`src/rtl/wide_cmp_pkg.sv`:
```
// Shared constants, FSM state type and counter sizing helper for the
// iterative wide magnitude comparator.
package wide_cmp_pkg;

  localparam int NIBBLE = 4;

  typedef enum logic {
    IDLE = 1'b0,
    RUN  = 1'b1
  } state_t;

  // Counter is clog2(number of nibble steps), but never narrower than 1 bit.
  function automatic int cnt_width(input int width);
    int n;
    n = width / NIBBLE;
    return (n <= 1) ? 1 : $clog2(n);
  endfunction

endpackage

```
`src/rtl/comparator_4bit.sv`:
```
// Cascadable 4-bit unsigned magnitude comparator stage (7485 semantics).
// Purely combinational; the caller owns all registers.
module comparator_4bit (
  input  logic [3:0] A,
  input  logic [3:0] B,
  input  logic       EqualIn,
  input  logic       GreaterIn,
  input  logic       LessIn,
  output logic       EqualOut,
  output logic       GreaterOut,
  output logic       LessOut
);

  always_comb begin
    EqualOut   = 1'b0;
    GreaterOut = 1'b0;
    LessOut    = 1'b0;
    if (A > B) begin
      GreaterOut = 1'b1;
    end else if (A < B) begin
      LessOut = 1'b1;
    end else begin
      // Equal nibbles defer to whatever the lower-order nibbles decided.
      EqualOut   = EqualIn;
      GreaterOut = GreaterIn;
      LessOut    = LessIn;
    end
  end

endmodule

```
`src/rtl/wide_comparator_seq.sv`:
```
// Iterative WIDTH-bit unsigned comparator: one nibble per cycle, LSB first,
// through a single cascadable 4-bit stage.
module wide_comparator_seq
  import wide_cmp_pkg::*;
#(
  parameter int WIDTH = 16
) (
  input  logic             clk,
  input  logic             reset,
  input  logic             start,
  input  logic [WIDTH-1:0] A,
  input  logic [WIDTH-1:0] B,
  output logic             busy,
  output logic             done,
  output logic             EqualOut,
  output logic             GreaterOut,
  output logic             LessOut
);

  localparam int N  = WIDTH / NIBBLE;
  localparam int CW = cnt_width(WIDTH);

  if ((WIDTH % NIBBLE) != 0 || WIDTH < NIBBLE) begin : g_bad_width
    $error("wide_comparator_seq: WIDTH must be a multiple of 4 and at least 4");
  end

  state_t           state_q;
  logic [WIDTH-1:0] sa_q, sb_q;
  logic [CW-1:0]    cnt_q;
  logic             e_q, g_q, l_q;
  logic             busy_q, done_q;
  logic             eq_out_q, gt_out_q, lt_out_q;
  logic             e_d, g_d, l_d;

  comparator_4bit u_stage (
    .A          (sa_q[NIBBLE-1:0]),
    .B          (sb_q[NIBBLE-1:0]),
    .EqualIn    (e_q),
    .GreaterIn  (g_q),
    .LessIn     (l_q),
    .EqualOut   (e_d),
    .GreaterOut (g_d),
    .LessOut    (l_d)
  );

  always_ff @(posedge clk) begin
    if (reset) begin
      state_q  <= IDLE;
      sa_q     <= '0;
      sb_q     <= '0;
      cnt_q    <= '0;
      e_q      <= 1'b0;
      g_q      <= 1'b0;
      l_q      <= 1'b0;
      busy_q   <= 1'b0;
      done_q   <= 1'b0;
      eq_out_q <= 1'b0;
      gt_out_q <= 1'b0;
      lt_out_q <= 1'b0;
    end else begin
      done_q <= 1'b0;
      case (state_q)
        IDLE: begin
          if (start) begin
            sa_q    <= A;
            sb_q    <= B;
            e_q     <= 1'b1;
            g_q     <= 1'b0;
            l_q     <= 1'b0;
            cnt_q   <= '0;
            busy_q  <= 1'b1;
            state_q <= RUN;
          end
        end
        RUN: begin
          e_q   <= e_d;
          g_q   <= g_d;
          l_q   <= l_d;
          sa_q  <= sa_q >> NIBBLE;
          sb_q  <= sb_q >> NIBBLE;
          cnt_q <= cnt_q + CW'(1);
          if (cnt_q == CW'(N - 1)) begin
            eq_out_q <= e_d;
            gt_out_q <= g_d;
            lt_out_q <= l_d;
            done_q   <= 1'b1;
            busy_q   <= 1'b0;
            state_q  <= IDLE;
          end
        end
        default: state_q <= IDLE;
      endcase
    end
  end

  assign busy       = busy_q;
  assign done       = done_q;
  assign EqualOut   = eq_out_q;
  assign GreaterOut = gt_out_q;
  assign LessOut    = lt_out_q;

endmodule

```
`config.mk`:
```
export PLATFORM = sky130hd
export DESIGN_NAME = wide_comparator_seq
export DESIGN_NICKNAME = d
export VERILOG_FILES = /design/src/rtl/wide_cmp_pkg.sv /design/src/rtl/comparator_4bit.sv /design/src/rtl/wide_comparator_seq.sv
export SDC_FILE = /design/constraint.sdc
export NUM_CORES = 1
export LEC_CHECK = 0
export CORE_MARGIN = 3
export CORE_UTILIZATION = 50
export DETAILED_ROUTE_END_ITERATION = 10
export PLACE_DENSITY_LB_ADDON = 0.12
export SYNTH_ARGS = -nofsm -noshare
export SYNTH_HDL_FRONTEND = slang
export SYNTH_SLANG_ARGS = --single-unit
```
`constraint.sdc`:
```
create_clock -name clk -period 1.85 [get_ports clk]
set_input_delay 0.185 -clock clk [delete_from_list [all_inputs] [get_ports clk]]
set_output_delay 0.185 -clock clk [all_outputs]
set_load 0.01 [all_outputs]
```
Pin map:
Scale: 6 px per um. Pins as bars across the die edge, other pins in gray.
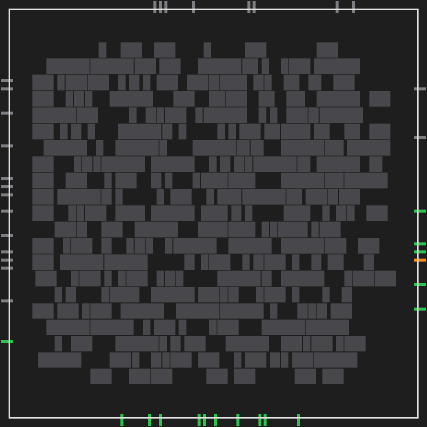
port	color	pins	direction	edge
A	green	16	input	10 south, 5 east, 1 west
start	orange	1	input	east
all pins by edge	14 west, 10 south, 8 east, 8 north

Signal metal coverage by tile:
Scale: 6 px per um. The die is cut into 14 by 14 equal tiles; dark blue is low, red is high, scaled to the fullest tile. Values are wire area over tile area, all layers added.
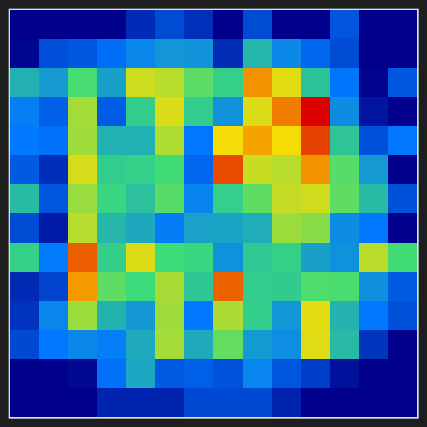
nearly empty tiles	15%
mean over tiles	0.12
tiles over half the peak	26%
fullest tile	0.36
densest ninth of the die	center

==> flow_summary.toml <==
# yosys + openroad results
[logic_synthesis]
synth_chip_area_mm2 = 0.001913
synth.top_cell.area_share_pct = 45.00
synth.largest_area_cell = "dfxtp_1"
synthMuxAreaShare_pct = 17.27
ys_sh_xor_pct = 0

[worst_setup_path]
arrival_ns = 1.65
cp-startpoint = "sb_q[3]"
endpoint_kind = "flip-flop"
critPathMaxFanout = 4
cp_top_family = "simple AND/OR/NAND/NOR gates"

[run_status]
outcome = "finished, final reports clean"

[power_and_ir_drop]
vdd.ir_drop.worst_v = 0.0004945

[sta]
final_hold_viol_count = 0
finalClockPeriodUsage_pct = 76.48
setup_tns_ns = 0

[finish]
bufAreaShareNonClock_pct = 18.46
nFillCells = 303
sh_seq_area_pct = 35.92
layout-drive-gt1-share_pct = 7.115

[floorplanning]
num_io_pins = 40

[grt]
grt_pass1_wl_um = 5954
## cell usage in the layout (no fill, tap or decap), types with 2 or more instances in the layout
cell type	n
nor2_1	61
dfxtp_1	42
clkdlybuf4s50_1	38
mux2i_1	33
a21oi_1	28
inv_1	7
ha_1	5
clkbuf_8	5
buf_4	5
nand2_1	3
o21ai_1	2
nand2b_1	2
clkbuf_1	2
## state kept, by name (all words and copies together), names as in the netlist
signal	cells
EqualOut	1
LessOut	1
done	1
sb_q	16
e_q	1
state_q	1
cnt_q	2
sa_q	16
l_q	1
g_q	1
GreaterOut	1
busy	1
## worst reg2reg max path: stages, from the launching register on
cell and delay, ns:
dfxtp_1 0.34, inv_1 0.05, ha_1 0.30, and4_4 0.26, nand2_2 0.07, nor3_1 0.18
a22o_1 0.16
